<file path="src/rtl/dual_stepper_sequencer_if.sv">
// Move-command handshake between the arm controller and the stepper sequencer.
// The controller drives a move and cmdValid; the sequencer answers with ready.
interface dual_stepper_sequencer_if;
    logic [7:0] steps1;
    logic [7:0] steps2;
    logic       dir1;
    logic       dir2;
    logic       cmdValid;
    logic       ready;

    modport master (
        output steps1, steps2, dir1, dir2, cmdValid,
        input  ready
    );

    modport slave (
        input  steps1, steps2, dir1, dir2, cmdValid,
        output ready
    );
endinterface

</file>
<file path="src/rtl/dual_stepper_sequencer.sv">
// Two-axis Bresenham step sequencer for the SCARA joint drivers.
// Both axes start and finish together; every output is registered.
module dual_stepper_sequencer #(
    parameter int STEP_PERIOD = 50000,
    parameter int PULSE_WIDTH = 100,
    parameter int DIR_SETUP   = 10
) (
    input  logic clk,
    input  logic reset,
    dual_stepper_sequencer_if.slave cmd,
    output logic step1Out,
    output logic step2Out,
    output logic dir1Out,
    output logic dir2Out,
    output logic busy,
    output logic moveDone
);

    localparam int PBITS = (STEP_PERIOD > 2) ? $clog2(STEP_PERIOD) : 1;
    localparam int SBITS = $clog2(DIR_SETUP + 1);
    localparam logic [PBITS-1:0] P_LAST = PBITS'(STEP_PERIOD - 1);
    localparam logic [PBITS-1:0] P_PW   = PBITS'(PULSE_WIDTH - 1);
    localparam logic [SBITS-1:0] S_INIT = SBITS'(DIR_SETUP - 1);

    typedef enum logic [1:0] {IDLE, SETUP, RUN, DONE} state_t;

    state_t           state;
    logic             rdy;
    logic             maj1;
    logic [7:0]       major;
    logic [7:0]       minor;
    logic [7:0]       ticks;
    logic [8:0]       acc;
    logic [PBITS-1:0] phase;
    logic [SBITS-1:0] scnt;

    logic       a1maj;
    logic [7:0] new_major;
    logic [7:0] new_minor;
    logic [8:0] acc_sum;
    logic       hit;
    logic       fire;

    assign cmd.ready = rdy;

    // Ties go to axis 1 as major.
    assign a1maj     = cmd.steps1 >= cmd.steps2;
    assign new_major = a1maj ? cmd.steps1 : cmd.steps2;
    assign new_minor = a1maj ? cmd.steps2 : cmd.steps1;

    // acc < major <= 255 and minor <= 255, so the sum fits 9 bits.
    assign acc_sum = acc + {1'b0, minor};
    assign hit     = acc_sum >= {1'b0, major};

    assign fire = (state == SETUP && scnt == '0) ||
                  (state == RUN && phase == P_LAST && ticks != 8'd0);

    always_ff @(posedge clk or posedge reset) begin
        if (reset) begin
            state    <= IDLE;
            rdy      <= 1'b1;
            busy     <= 1'b0;
            moveDone <= 1'b0;
            step1Out <= 1'b0;
            step2Out <= 1'b0;
            dir1Out  <= 1'b0;
            dir2Out  <= 1'b0;
            maj1     <= 1'b0;
            major    <= '0;
            minor    <= '0;
            ticks    <= '0;
            acc      <= '0;
            phase    <= '0;
            scnt     <= '0;
        end else begin
            unique case (state)
                IDLE: begin
                    if (cmd.cmdValid) begin
                        rdy     <= 1'b0;
                        busy    <= 1'b1;
                        dir1Out <= cmd.dir1;
                        dir2Out <= cmd.dir2;
                        maj1    <= a1maj;
                        major   <= new_major;
                        minor   <= new_minor;
                        ticks   <= new_major;
                        acc     <= {2'b00, new_major[7:1]};
                        phase   <= '0;
                        scnt    <= S_INIT;
                        if (new_major == 8'd0)
                            state <= DONE;
                        else
                            state <= SETUP;
                    end
                end
                SETUP: begin
                    if (scnt == '0)
                        state <= RUN;
                    else
                        scnt <= scnt - 1'b1;
                end
                RUN: begin
                    if (phase == P_LAST) begin
                        if (ticks == 8'd0) begin
                            state    <= DONE;
                            moveDone <= 1'b1;
                        end
                    end else begin
                        phase <= phase + 1'b1;
                        if (phase == P_PW) begin
                            step1Out <= 1'b0;
                            step2Out <= 1'b0;
                        end
                    end
                end
                DONE: begin
                    // Zero-length moves arrive here with moveDone still low.
                    if (moveDone) begin
                        moveDone <= 1'b0;
                        rdy      <= 1'b1;
                        busy     <= 1'b0;
                        state    <= IDLE;
                    end else begin
                        moveDone <= 1'b1;
                    end
                end
            endcase

            if (fire) begin
                phase    <= '0;
                ticks    <= ticks - 8'd1;
                acc      <= hit ? acc_sum - {1'b0, major} : acc_sum;
                step1Out <= maj1 ? 1'b1 : hit;
                step2Out <= maj1 ? hit : 1'b1;
            end
        end
    end

endmodule

</file>
<file path="src/flat_wrapper.sv">
// flat-port wrapper written by rule: the top's interface ports become plain ports
module dual_stepper_sequencer_flat 
#(
    parameter int STEP_PERIOD = 50000,
    parameter int PULSE_WIDTH = 100,
    parameter int DIR_SETUP   = 10
)
  (clk, reset, step1Out, step2Out, dir1Out, dir2Out, busy, moveDone, cmd_steps1, cmd_steps2, cmd_dir1, cmd_dir2, cmd_cmdValid, cmd_ready);
  dual_stepper_sequencer_if cmd_i ();
  input  logic clk;
  input  logic reset;
  output logic step1Out;
  output logic step2Out;
  output logic dir1Out;
  output logic dir2Out;
  output logic busy;
  output logic moveDone;
  input wire logic [$bits(cmd_i.steps1)-1:0] cmd_steps1;
  input wire logic [$bits(cmd_i.steps2)-1:0] cmd_steps2;
  input wire logic [$bits(cmd_i.dir1)-1:0] cmd_dir1;
  input wire logic [$bits(cmd_i.dir2)-1:0] cmd_dir2;
  input wire logic [$bits(cmd_i.cmdValid)-1:0] cmd_cmdValid;
  output wire logic [$bits(cmd_i.ready)-1:0] cmd_ready;
  assign cmd_i.steps1 = cmd_steps1;
  assign cmd_i.steps2 = cmd_steps2;
  assign cmd_i.dir1 = cmd_dir1;
  assign cmd_i.dir2 = cmd_dir2;
  assign cmd_i.cmdValid = cmd_cmdValid;
  assign cmd_ready = cmd_i.ready;
  dual_stepper_sequencer #(.STEP_PERIOD(STEP_PERIOD), .PULSE_WIDTH(PULSE_WIDTH), .DIR_SETUP(DIR_SETUP)) u_core (.clk(clk), .reset(reset), .cmd(cmd_i), .step1Out(step1Out), .step2Out(step2Out), .dir1Out(dir1Out), .dir2Out(dir2Out), .busy(busy), .moveDone(moveDone));
endmodule
</file>
<file path="config.mk">
export PLATFORM = sky130hd
export DESIGN_NAME = dual_stepper_sequencer_flat
export DESIGN_NICKNAME = d
export VERILOG_FILES = /design/src/rtl/dual_stepper_sequencer_if.sv /design/src/rtl/dual_stepper_sequencer.sv /design/src/flat_wrapper.sv
export SDC_FILE = /design/constraint.sdc
export NUM_CORES = 1
export LEC_CHECK = 0
export CAP_MARGIN = 20
export CORE_MARGIN = 1
export CORE_UTILIZATION = 55
export CTS_CLUSTER_SIZE = 10
export DETAILED_ROUTE_END_ITERATION = 16
export GPL_ROUTABILITY_DRIVEN = 0
export HOLD_SLACK_MARGIN = 0.15
export PLACE_DENSITY = 0.81
export SKIP_CTS_REPAIR_TIMING = 1
export SYNTH_ARGS = -nofsm -noshare
export SYNTH_HDL_FRONTEND = slang
export SYNTH_SLANG_ARGS = --single-unit
export TNS_END_PERCENT = 50
</file>
<file path="constraint.sdc">
create_clock -name clk -period 5.35 [get_ports clk]
set_input_delay 0.535 -clock clk [delete_from_list [all_inputs] [get_ports clk]]
set_output_delay 0.535 -clock clk [all_outputs]
set_load 0.01 [all_outputs]
</file>
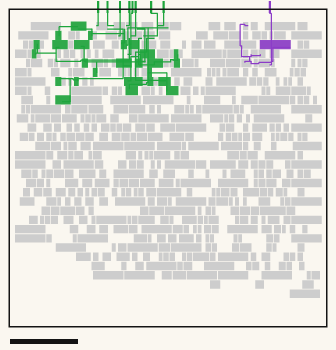
*Wires at chosen ports, followed through buffers, run 1*
The bar under the picture is 20 um long.
- cmd_steps1: green (bits 8; direction input; edge top; end cells 27; buffers 8; wire 348 um)
- moveDone: purple (bits 1; direction output; edge top; end cells 1; buffers 1; wire 56.4 um)

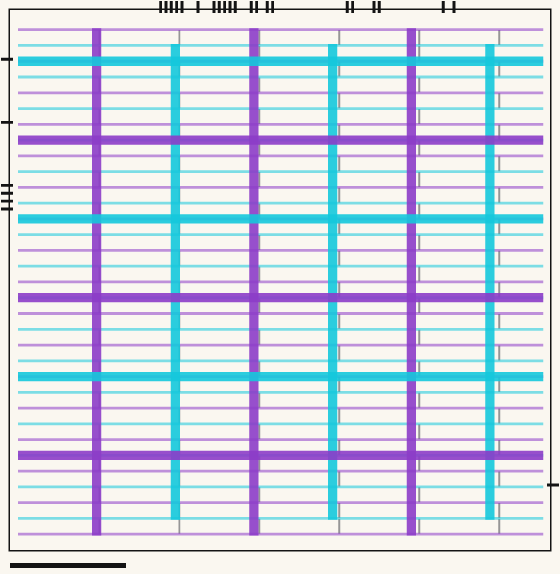
*Power grid, run 1*
The bar under the picture is 20 um long. Pins as bars on the die edge. Tap cells in grey.
- VDD: cyan
- VSS: purple
- met1 rails: 33
- signal pins: 28
- rows: 32
- met5 straps: 6
Chip Height: 93.2 um
Die X: 93.2 um

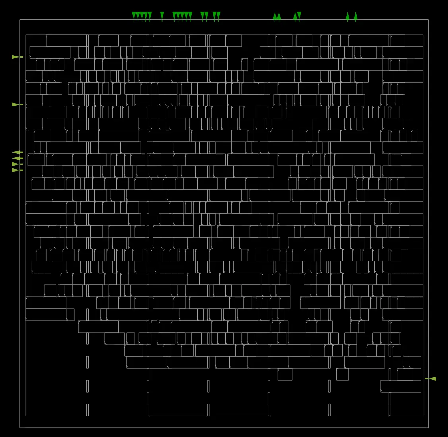
*Placed standard cells, run 1*
registers: 63
# Taps: 102

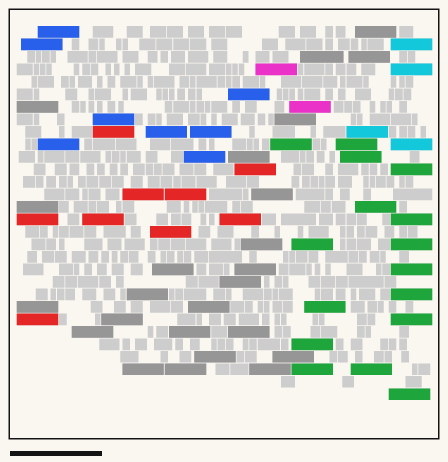
*Register map, names as in the netlist, run 1*
The bar under the picture is 20 um long. Other sequential cells in the stronger grey, the rest of the logic in the fainter grey.
- u_core.minor: blue (sequential cells 8)
- u_core.acc: red (sequential cells 9)
- u_core.phase: green (sequential cells 16)
- u_core.scnt: cyan (sequential cells 4; where upper right)
- u_core.state: magenta (sequential cells 2)
post-layout util: 64.3%
Seq. cell area: 1580 um^2
flop share of the area: 31.1%

==> reports/qor.yml, run 1 <==
outcome:
  status: "finished clean"
clock_network:
  root_buffer: "clkbuf_8"
  cts_max_path_buffers: 2
  htree_levels: 3
synthesis:
  largest_area_cell: "dfrtp_1"
  simple_gate_share_pct: 23.9
  yosys.area_share.xor_xnor_pct: 2.11
  synthTopCellsByCount: "dfrtp_1 (62), nor2_1 (50), nand2_1 (46)"
  async_flop_share_pct: 100
finish:
  fin_area_um2: 5070
  nNonClkInverters: 32
  non_clock_buffer_area_share_pct: 5.77
  drive_gt1_share_pct: 7.17
  sh_comb_area_pct: 55.0
flow_run:
  drv_cap: 0
route:
  drc: 0
final_timing:
  slew_violations: 0
power:
  top_power_group: "registers"
placed_design:
  portBuffers: 27
setup_path:
  slowest_delay_ns: 0.52
  cp_common_cell: "ha_1"
  r2r_cells: 12
  cpLargestDelayFamily: "AND-OR/OR-AND gates"
global_routing:
  grtUsageMet3_pct: 4.96
  globalRouteMet2Util_pct: 46.4
min_path:
  hold_depth: 2
floorplanning:
  ios: 28
==> run 1 -> run 2 <==
PLACE_DENSITY = 0.84   (was 0.81)
clock period = 3.2 ns   (was 5.35 ns; I/O delays follow)
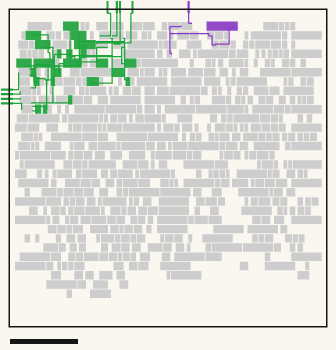
*Wires at chosen ports, followed through buffers, run 2*
The bar under the picture is 20 um long.
- cmd_steps1: green (bits 8; direction input; edge 4 top, 4 left; end cells 27; buffers 8; wire 318 um)
- moveDone: purple (bits 1; direction output; edge top; end cells 1; buffers 1; wire 45.0 um)

==> reports/qor.yml, run 2 <==
synthesis:
  most_common_cell: "dfrtp_1"  # unchanged
  largest_area_cell: "dfrtp_1"  # unchanged
  yosys.area_share.xor_xnor_pct: 2.11  # unchanged
  async_flop_share_pct: 100  # unchanged
  synthTopCellsByCount: "dfrtp_1 (62), nor2_1 (50), nand2_1 (46)"  # unchanged
  simple_gate_share_pct: 23.9  # unchanged
outcome:
  status: "finished with violations"  # was finished clean
  violations: "negative setup slack"
finish:
  seq_area_share_pct: 29.5  # was 31.1%
  flops: 63  # unchanged
  final_util_pct: 68.0  # was 64.3%
  nNonClkInverters: 32  # unchanged
  sh_comb_area_pct: 53.3  # was 55.0%
  seq_area_um2: 1580  # about the same
  fin_area_um2: 5360  # was 5070 um^2
  non_clock_buffer_area_share_pct: 9.05  # was 5.77%
  drive_gt1_share_pct: 13.4  # was 7.17%
  signal_buffers: 54  # was 30
setup_path:
  slowest_delay_ns: 0.49  # was 0.52 ns
  r2r_cells: 12  # unchanged
  arrival_ns: 3.63  # was 4.12 ns
  cpLargestDelayFamily: "AND-OR/OR-AND gates"  # unchanged
  cp_common_cell: "ha_2"  # was ha_1
route:
  dr.pass1.iters: 5  # was 4
  drc: 0  # unchanged
  wl_um: 12200  # was 11200 um
floorplanning:
  n_tap_cell: 102  # unchanged
  floorplan.core_util_pct: 57.9  # unchanged
  die_w_um: 93.2  # unchanged
  fp.dieH_um: 93.2  # unchanged
  ios: 28  # unchanged
power:
  top_power_group: "registers"  # unchanged
placed_design:
  portBuffers: 27  # unchanged
clock_network:
  clock_latency_ns: 0.34  # was 0.35 ns
  root_buffer: "clkbuf_8"  # unchanged
  cts_max_path_buffers: 2  # unchanged
  htree_levels: 3  # unchanged
global_routing:
  grtUsageMet3_pct: 5.28  # was 4.96%
  globalRouteMet2Util_pct: 48.8  # was 46.4%
final_timing:
  fin_ws_ns: -0.158  # was 1.43 ns
  slew_violations: 0  # unchanged
  setup_viol: 10  # was 0
flow_run:
  drv_cap: 0  # unchanged
==> run 2 -> run 3 <==
CAP_MARGIN = not set   (was 20)
CTS_CLUSTER_SIZE = 24   (was 10)
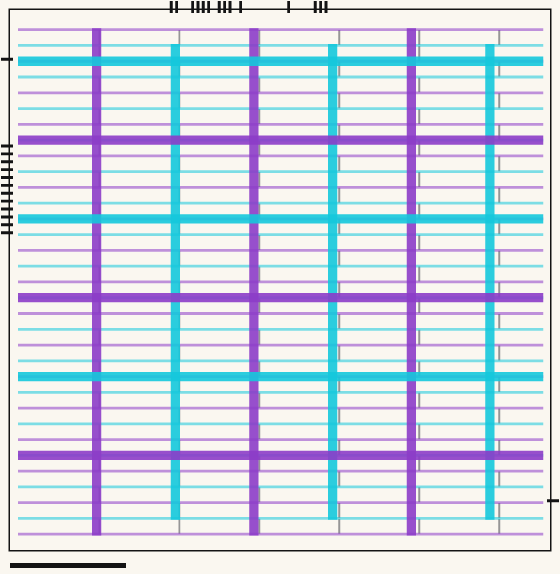
*Power grid, run 3*
The bar under the picture is 20 um long. Pins as bars on the die edge. Tap cells in grey.
- VSS: purple
- VDD: cyan
- met4 straps: 6
- signal pins: 28
- met5 straps: 6
- tap cells: 102

==> reports/qor.yml, run 3 <==
clock_network:
  clock_latency_ns: 0.34  # about the same
  htree_levels: 3  # unchanged
  root_buffer: "clkbuf_8"  # unchanged
  cts_max_path_buffers: 2  # unchanged
synthesis:
  yosys.area_share.xor_xnor_pct: 2.11  # unchanged
  largest_area_cell: "dfrtp_1"  # unchanged
  synthTopCellsByCount: "dfrtp_1 (62), nor2_1 (50), nand2_1 (46)"  # unchanged
  async_flop_share_pct: 100  # unchanged
  simple_gate_share_pct: 23.9  # unchanged
finish:
  seq_area_share_pct: 29.5  # unchanged
  final_util_pct: 68.0  # unchanged
  seq_area_um2: 1580  # unchanged
  nNonClkInverters: 32  # unchanged
  drive_gt1_share_pct: 13.4  # unchanged
  sh_comb_area_pct: 53.3  # unchanged
  flops: 63  # unchanged
final_timing:
  slew_violations: 0  # unchanged
  setup_viol: 10  # unchanged
  fin_ws_ns: -0.158  # unchanged
floorplanning:
  floorplan.core_util_pct: 57.9  # unchanged
  die_w_um: 93.2  # unchanged
  fp.dieH_um: 93.2  # unchanged
  ios: 28  # unchanged
setup_path:
  arrival_ns: 3.63  # about the same
  r2r_cells: 12  # unchanged
  cp_common_cell: "ha_2"  # unchanged
placed_design:
  portBuffers: 27  # unchanged
global_routing:
  globalRouteMet2Util_pct: 48.8  # unchanged
  grtUsageMet3_pct: 5.28  # unchanged
route:
  drc: 0  # unchanged
  wl_um: 12200  # unchanged
outcome:
  violations: "negative setup slack"  # unchanged
  status: "finished with violations"  # unchanged
power:
  top_power_group: "registers"  # unchanged

## Gallery

Cell density map.
The bar under the picture is 20 um long. The die is cut into 9 by 9 equal tiles; white is low, dark blue is high, 0 to 100% covered.
panel A
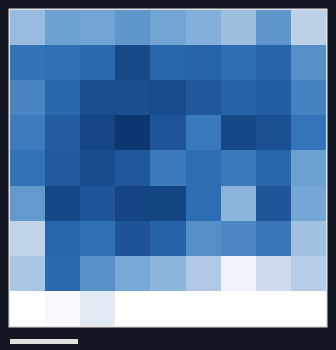
panel B
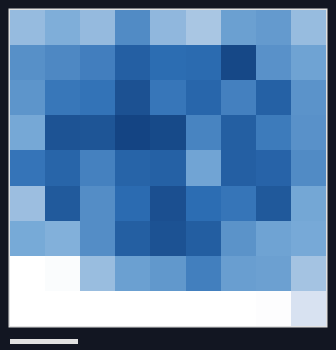
- run 1 = panel B
- run 3 = panel A

Key to panel B:
- mean over tiles: 57%
- fullest tile: 92%
- emptiest ninth of the die: lower left
- densest ninth of the die: centre

Power and IR drop assume default switching activity.
